`src/rtl/auv_pkg.sv`:
```
// Shared types and helpers for the CSR bus initiator.
//   csr_op_e          CSR operation as carried in funct3[1:0]
//   csr_init_state_e  initiator FSM states
//   CSR_RO_BITS       addr[11:10] pattern marking read-only CSRs
//   CSR_TIMEOUT       default strobe-without-ack abort limit
//   csr_rmw()         new CSR value from operation, old value and operand
package auv_pkg;

  typedef enum logic [1:0] {
    CSR_ILL = 2'b00,
    CSR_W   = 2'b01,
    CSR_S   = 2'b10,
    CSR_C   = 2'b11
  } csr_op_e;

  typedef enum logic [2:0] {
    ST_IDLE  = 3'd0,
    ST_READ  = 3'd1,
    ST_RTURN = 3'd2,
    ST_WRITE = 3'd3,
    ST_DONE  = 3'd4
  } csr_init_state_e;

  localparam logic [1:0] CSR_RO_BITS = 2'b11;
  localparam int         CSR_TIMEOUT = 16;

  function automatic logic [31:0] csr_rmw(csr_op_e op, logic [31:0] old, logic [31:0] wdata);
    logic [31:0] res;
    case (op)
      CSR_W:   res = wdata;
      CSR_S:   res = old | wdata;
      CSR_C:   res = old & ~wdata;
      default: res = old;
    endcase
    return res;
  endfunction

endpackage

```
`src/rtl/auv_csr_initiator.sv`:
```
// CSR bus initiator: takes one CSR instruction from execute, performs the
// bus read and/or read-modify-write, returns the old value or an error.
//
// Ports
//   clk, rst_n                  clock, async active-low reset
//   req_valid/req_ready         request handshake (ready only in IDLE)
//   req_op/addr/wdata           operation, CSR address, operand
//   req_rd_en/req_wr_en         old value needed / write intended
//   resp_valid/rdata/err        one-cycle response pulse
//   busy                        ~req_ready
//   cbus_sel/rd/wr/adr/dat_wr   bus strobes, address, write data
//   cbus_dat_rd/cbus_ack        responder read data and acknowledge
//
// state    | meaning
// ---------+-----------------------------------------------------------
// ST_IDLE  | ready for a request
// ST_READ  | read strobe held until ack or timeout
// ST_RTURN | strobes low for one cycle; stale ack discarded
// ST_WRITE | write strobe held until ack or timeout
// ST_DONE  | response pulse cycle; stale ack discarded
module auv_csr_initiator
  import auv_pkg::*;
#(
  parameter int TIMEOUT = CSR_TIMEOUT
) (
  input  logic        clk,
  input  logic        rst_n,
  input  logic        req_valid,
  output logic        req_ready,
  input  logic [1:0]  req_op,
  input  logic [11:0] req_addr,
  input  logic [31:0] req_wdata,
  input  logic        req_rd_en,
  input  logic        req_wr_en,
  output logic        resp_valid,
  output logic [31:0] resp_rdata,
  output logic        resp_err,
  output logic        busy,
  output logic        cbus_sel,
  output logic        cbus_rd,
  output logic        cbus_wr,
  output logic [11:0] cbus_adr,
  output logic [31:0] cbus_dat_wr,
  input  logic [31:0] cbus_dat_rd,
  input  logic        cbus_ack
);

  localparam int            TW       = $clog2(TIMEOUT);
  localparam logic [TW-1:0] TMR_LOAD = TW'(TIMEOUT - 1);

  csr_init_state_e state;
  csr_op_e         op_q;
  logic [31:0]     wdata_q;
  logic            need_wr_q;
  logic [TW-1:0]   tmr;

  logic acc_need_rd;
  logic acc_illegal;

  assign req_ready = (state == ST_IDLE);
  assign busy      = ~req_ready;

  // S/C with a write must read first to form the new value; W never needs to.
  assign acc_need_rd = req_rd_en | (req_wr_en & (req_op != CSR_W));
  assign acc_illegal = (req_op == CSR_ILL) | (req_wr_en & (req_addr[11:10] == CSR_RO_BITS));

  // The abort timer counts down from TIMEOUT-1; reaching zero without an ack
  // means the strobe has been held TIMEOUT cycles.
  always_ff @(posedge clk or negedge rst_n) begin
    if (!rst_n) begin
      state       <= ST_IDLE;
      op_q        <= CSR_ILL;
      wdata_q     <= '0;
      need_wr_q   <= 1'b0;
      tmr         <= '0;
      resp_valid  <= 1'b0;
      resp_rdata  <= '0;
      resp_err    <= 1'b0;
      cbus_sel    <= 1'b0;
      cbus_rd     <= 1'b0;
      cbus_wr     <= 1'b0;
      cbus_adr    <= '0;
      cbus_dat_wr <= '0;
    end else begin
      resp_valid <= 1'b0;
      case (state)
        ST_IDLE: begin
          if (req_valid) begin
            cbus_adr   <= req_addr;
            op_q       <= csr_op_e'(req_op);
            wdata_q    <= req_wdata;
            need_wr_q  <= req_wr_en;
            tmr        <= TMR_LOAD;
            resp_rdata <= '0;
            resp_err   <= 1'b0;
            if (acc_illegal) begin
              state      <= ST_DONE;
              resp_valid <= 1'b1;
              resp_err   <= 1'b1;
            end else if (acc_need_rd) begin
              state    <= ST_READ;
              cbus_sel <= 1'b1;
              cbus_rd  <= 1'b1;
            end else if (req_wr_en) begin
              state       <= ST_WRITE;
              cbus_sel    <= 1'b1;
              cbus_wr     <= 1'b1;
              cbus_dat_wr <= req_wdata;
            end else begin
              state      <= ST_DONE;
              resp_valid <= 1'b1;
            end
          end
        end

        ST_READ: begin
          if (cbus_ack) begin
            cbus_sel    <= 1'b0;
            cbus_rd     <= 1'b0;
            resp_rdata  <= cbus_dat_rd;
            // Merge here so write data is already stable through RTURN.
            cbus_dat_wr <= csr_rmw(op_q, cbus_dat_rd, wdata_q);
            if (need_wr_q) begin
              state <= ST_RTURN;
            end else begin
              state      <= ST_DONE;
              resp_valid <= 1'b1;
            end
          end else if (tmr == '0) begin
            cbus_sel   <= 1'b0;
            cbus_rd    <= 1'b0;
            state      <= ST_DONE;
            resp_valid <= 1'b1;
            resp_err   <= 1'b1;
            resp_rdata <= '0;
          end else begin
            tmr <= tmr - 1'b1;
          end
        end

        ST_RTURN: begin
          state    <= ST_WRITE;
          cbus_sel <= 1'b1;
          cbus_wr  <= 1'b1;
          tmr      <= TMR_LOAD;
        end

        ST_WRITE: begin
          if (cbus_ack) begin
            cbus_sel   <= 1'b0;
            cbus_wr    <= 1'b0;
            state      <= ST_DONE;
            resp_valid <= 1'b1;
          end else if (tmr == '0) begin
            cbus_sel   <= 1'b0;
            cbus_wr    <= 1'b0;
            state      <= ST_DONE;
            resp_valid <= 1'b1;
            resp_err   <= 1'b1;
            resp_rdata <= '0;
          end else begin
            tmr <= tmr - 1'b1;
          end
        end

        ST_DONE: begin
          state <= ST_IDLE;
        end

        default: begin
          state    <= ST_IDLE;
          cbus_sel <= 1'b0;
          cbus_rd  <= 1'b0;
          cbus_wr  <= 1'b0;
        end
      endcase
    end
  end

endmodule

```
`config.mk`:
```
export PLATFORM = sky130hd
export DESIGN_NAME = auv_csr_initiator
export DESIGN_NICKNAME = d
export VERILOG_FILES = /design/src/rtl/auv_pkg.sv /design/src/rtl/auv_csr_initiator.sv
export SDC_FILE = /design/constraint.sdc
export NUM_CORES = 1
export LEC_CHECK = 0
export ABC_CLOCK_PERIOD_IN_PS = 4450
export CELL_PAD_IN_SITES_DETAIL_PLACEMENT = 1
export CELL_PAD_IN_SITES_GLOBAL_PLACEMENT = 2
export CORE_MARGIN = 1.5
export CORE_UTILIZATION = 34
export CTS_BUF_LIST = sky130_fd_sc_hd__clkbuf_4 sky130_fd_sc_hd__clkbuf_8
export CTS_CLUSTER_SIZE = 12
export DETAILED_ROUTE_END_ITERATION = 16
export HOLD_SLACK_MARGIN = 0.06
export PLACE_DENSITY = 0.88
export SETUP_SLACK_MARGIN = 0.02
export SLEW_MARGIN = 30
export SYNTH_ARGS = -nofsm -noshare
export SYNTH_HDL_FRONTEND = slang
export SYNTH_SLANG_ARGS = --single-unit
export TNS_END_PERCENT = 10
```
`constraint.sdc`:
```
create_clock -name clk -period 4.45 [get_ports clk]
set_input_delay 0.6675 -clock clk [delete_from_list [all_inputs] [get_ports clk]]
set_output_delay 0.6675 -clock clk [all_outputs]
set_load 0.02 [all_outputs]
```
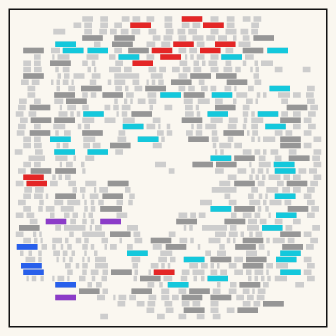
Fig. 1. Sequential cells colored by netlist name (run 1).
Other sequential cells in the stronger gray, the rest of the logic in the fainter gray.
state -> purple  # placed flops 3
tmr -> blue  # placed flops 4, where south-west
cbus_adr -> red  # placed flops 12
cbus_dat_wr -> cyan  # placed flops 32, where widely spread
not colored = 72
Seq power: 0.00210 W
final core utilization: 48.1%
fraction of area in registers: 37.2%

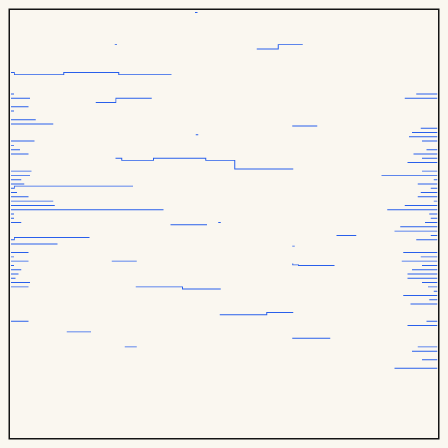
Fig. 2. M3 wires (run 1).
share of all routed wire = 4.8%
main direction = horizontal
nets with wire on the layer = 86
longest straight run = 48.1 µm
via count: 4656
met3 Use GR: 4.98%
drt total wl: 17500 µm

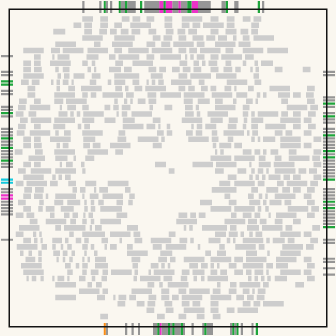
Fig. 3. Ports around the boundary (run 1).
Pins as bars across the die edge, other pins in gray.
cbus_rd -> orange  # pins 1, direction output, edge south
req_addr -> magenta  # pins 12, direction input, edge 9 north, 2 west, 1 south
cbus_dat_rd -> green  # pins 32, direction input, edge 9 east, 9 north, 8 south, 6 west
req_op -> cyan  # pins 2, direction input, edge west
all pins by edge = 52 north, 46 east, 36 west, 33 south
IO Port Bufs: 166
DIE WIDTH: 136 µm
die height: 136 µm

==> metrics.yaml, run 1 <==
outcome:
  status: "finished, final reports clean"
logic_synthesis:
  synth_area_per_cell_um2: 11.8
  synthXorXnorAreaFrac_pct: 4.68
  syn_area_um2: 5990
  simple_gate_share_pct: 5.76
  ys_area_um2: 5990
  synth_cells: 508
  mux_share_pct: 16.9
  yosysWarnings: 0
  compound_area_share_pct: 17.4
die:
  die-area_um2: 18400
  fp_util_pct: 34.8
finish:
  drive_above_1_share_pct: 12.2
  fillers: 1792
critical_path:
  cp_top_family: "buffers and inverters"
  startpoint: "state[0]"
  cp_num_buf_inv: 1
  cp.arrival_ps: 2130
  worst-r2r-setup-slack_ps: 1850
clocking:
  cts_setup_buffers: 0
  clk_latency_ps: 460
  cts-hold-fix-buffers: 0
pwr:
  p_leak_nw: 3.56
  maxPowerGroup: "combinational logic"
  pg_comb_w: 0.00350
  p_comb_share_pct: 52.7
global_routing:
  grt_pass1_vias: 5278
drt:
  drt_iter0_markers: 157
final_timing:
  fmaxAchievable_mhz: 357
flow_run:
  warnings: 26
-- run 1: layout make-up --
class	instances	area, µm²	share of cell area [%]
Sequential cell	123	3080	37.2
Inverter	8	30.0	0.362
Tap cell	225	282	3.40
Multi-Input combinational cell	341	2720	32.9
Clock inverter	15	175	2.11
Clock buffer	17	234	2.82
Timing Repair Buffer	175	1760	21.3
-- run 1: cell usage after synthesis (all sizes together) --
master    n  area, µm²
o31ai     2       15.0
o221ai    1       8.76
nor3b     4       35.0
o21a      1       7.51
inv       8       30.0
nor3      5       41.3
nor2b     3       18.8
nand3     2       10.0
nand2b    1       6.26
o32ai     1       8.76
a22oi     1       7.51
nor2      7       26.3
and4      1       8.76
a31oi     2       12.5
a211oi    2       15.0
nor4      1       6.26
a22o     32        280
o21ai    39        195
dfrtp   123       3080
clkbuf   12       45.0
buf      24        149
nand2    37        139
a21o     32        240
a21oi    39        199
or2       2       12.5
a311oi    1       8.76
a21boi    2       15.0
ha        1       12.5
mux2i     1       10.0
xnor2    32        280
nand3b    1       7.51
o22ai     3       18.8
and2      2       12.5
mux2     79       1000
o311ai    1       8.76
or3b      1       8.76
and3      2       12.5
-- run 1: per-layer routing --
metal	GRT usage, %	vias up	share of wire [%]
met5	0	-	0
met4	6.75	0	1.5
met3	4.98	22	4.8
met2	33.7	104	50
met1	25.0	2391	44
li1	-	2139	-
-- run 1: worst paths after layout --
path	to
min reg2reg	cbus_adr[2]
min in group clk	cbus_adr[2]
min	wdata_q[3]
max	req_ready
max reg2reg	wdata_q[19]
max in group asynchronous	resp_rdata[18]
-- run 1: sequential cells by signal, summed over array words and instances, names as in the netlist, 2 cells and up --
signal	cells
cbus_adr	12
resp_rdata	32
state	3
cbus_dat_wr	32
tmr	4
wdata_q	32
op_q	2
Fig. 4: run 1, metal layers overlaid
Only two layers are drawn.
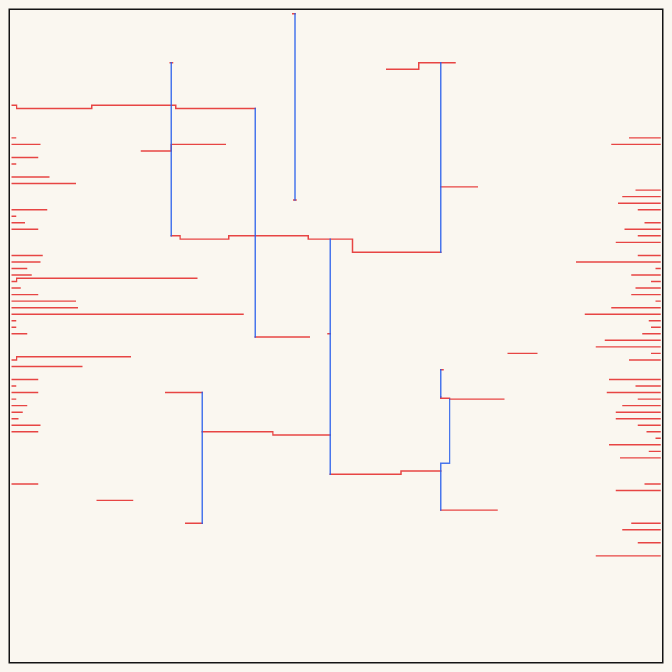

==> inputs of run 2 (changes only) <==
ABC_CLOCK_PERIOD_IN_PS = 2450   (was 4450)
CORE_UTILIZATION = 29   (was 34)
PLACE_DENSITY = 0.8   (was 0.88)
clock period = 2.45 ns   (was 4.45 ns; I/O delays follow)
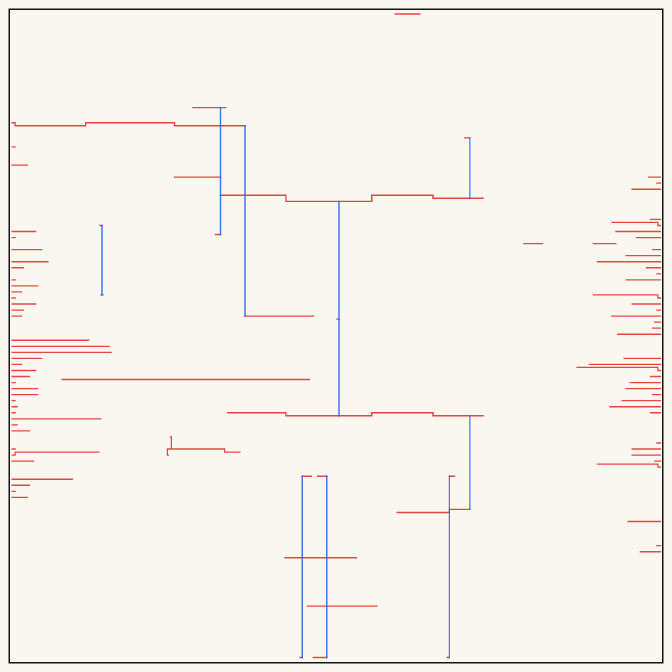
Fig. 5. Metal layers overlaid (run 2).
Only two layers are drawn.
met4 -> blue  # wire length 292 µm
met3 -> red  # wire length 821 µm
via count: 4689
GRT Overall Usage: 17.9%
DR WL/cell: 19.3 µm

==> metrics.yaml, run 2 <==
logic_synthesis:
  ys_async_sr_fraction_pct: 100  # unchanged
  ys_area_um2: 5990  # unchanged
  synth-edff-count: 0  # unchanged
  fp_nets: 593
  top_area_cell: "dfrtp_1"
  most_common_cell: "dfrtp_1"
  numSynthFlops: 123
  topCellsByArea: "dfrtp_1 51%, mux2_1 8.8%, mux2_4 7.5%, a22o_1 4.7%, xnor2_1 4.7%"
  synth_cells: 508  # unchanged
  syn_area_um2: 5990  # unchanged
  top_area_share_pct: 51.4  # unchanged
  yosysWarnings: 0  # unchanged
  synth_area_per_cell_um2: 11.8  # unchanged
  common_cells: "123 x dfrtp_1, 47 x mux2_1, 38 x a21oi_1"
  ff_type: "dfrtp_1"
clocking:
  cts_resized: 0
  cts-hold-fix-buffers: 1  # +1
  cts_buffers: 17
  cts_setup_buffers: 1  # +1
  clk_latency_ps: 440  # -20 ps
finish:
  mi_logic_area_um2: 2720  # unchanged
  fillers: 2182  # +22%
  drive_above_1_share_pct: 13.5  # +1.3 points
  fin_util_pct: 41.5  # -6.6 points
  top_regs: "cbus_dat_wr x32, resp_rdata x32, wdata_q x32"
  sequential_cell_area_um2: 3080  # about the same
  syn2layout_area_growth_pct: 40.2
critical_path:
  cp.arrival_ps: 1950  # -180 ps
  startpoint_type: "register"
  cp_top_family: "buffers and inverters"
  cp_num_buf_inv: 1  # unchanged
  worst-r2r-setup-slack_ps: 370  # -1480 ps
  crit_type: "register to output port"
global_routing:
  grt_pass1_wl_um: 29800
  grt_overflow: 0
  grt_pass1_vias: 5411  # +2.5%
final_timing:
  relSlewSlack_pct: 63.6
  fmaxAchievable_mhz: 432
die:
  die-area_um2: 21500  # +17%
  fp_util_pct: 29.6  # -5.2 points
place:
  dpl_worst_slack_ps: 245
  portBuffers: 166  # unchanged
flow_run:
  warnings: 26  # unchanged
pwr:
  p_leak_nw: 3.62  # +1.9%
  power_density_nw_per_um2: 1430
drt:
  drt_iter0_markers: 117  # -25%
  routed_wl_um: 18500  # +6.1%
outcome:
  status: "finished, final reports clean"
worst_hold_path:
  min_path_type: "primary input to asynchronous set/reset pin"
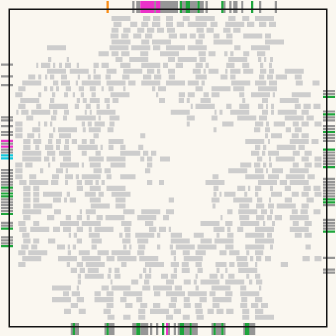
Fig. 6. Ports around the boundary (run 2).
Pins as bars across the die edge, other pins in gray.
cbus_dat_rd -> green  # pins 32, direction input, edge 12 south, 8 east, 6 north, 6 west
req_op -> cyan  # pins 2, direction input, edge west
req_addr -> magenta  # pins 12, direction input, edge 9 north, 2 west, 1 south
cbus_rd -> orange  # pins 1, direction output, edge north
all pins by edge = 46 south, 45 north, 38 west, 38 east
DIE WIDTH: 147 µm
die height: 147 µm

## run 2: cell counts after synthesis
Identical to the previous run, type by type.
## run 2: path summary, 6_finish.rpt
path | start | endpoint
max in group asynchronous | rst_n | op_q[1]
worst max-delay path | state[0] | req_ready
min in group clk | cbus_adr[6] | cbus_adr[6]
worst max register to register | state[0] | cbus_dat_wr[31]
worst min register to register | cbus_adr[6] | cbus_adr[6]
worst min-delay path | rst_n | resp_rdata[11]
## run 2: final cells by class
| type | count | share of cell area [%] |
|---|---|---|
| clock buffers | 25 | 3.87 |
| multi-input cells | 341 | 32.4 |
| inverters | 8 | 0.357 |
| repair buffers | 190 | 22.5 |
| clock inverters | 2 | 0.149 |
| flip-flops and latches | 123 | 36.7 |
| well taps | 270 | 4.02 |
## run 2: logic make-up (layout without fill, tap and decap cells)
family | after synthesis | in the layout | share of synthesized area, %
xor gates and xnor gates | 32 | 32 | 4.68
adders and majority gates | 1 | 1 | 0.209
DFF | 123 | 123 | 51.4
and+or+nand+nor | 69 | 69 | 5.76
buffers and inverters | 44 | 225 | 3.74
muxes | 80 | 80 | 16.9
AOI/OAI and AO/OA | 159 | 159 | 17.4
## run 2: where the power goes
group          total, W  leakage [nW]  switching [W]  internal (W)
Combinational   0.00652          1.95        0.00323       0.00330
Clock           0.00162         0.176       0.000782      0.000840
Sequential      0.00384          1.50       0.000797       0.00304
## run 2: worst reg2reg max path, stage by stage (launching register included)
cell and delay (ps):
dfrtp_1 680, nor3_4 100, buf_4 180, and3_1 210, a21oi_4 240, buf_12 220, mux2_2 350
## run 2: metal layers
metal | wire length (µm) | GRT usage (%) | share of wire, %
met1 | 8140 | 22.0 | 44
met2 | 9280 | 30.9 | 50
met3 | 820 | 4.35 | 4.4
met4 | 292 | 5.51 | 1.6
met5 | 0 | 0 | 0
No activity file was given, so power comes from the tool's default toggle rates.
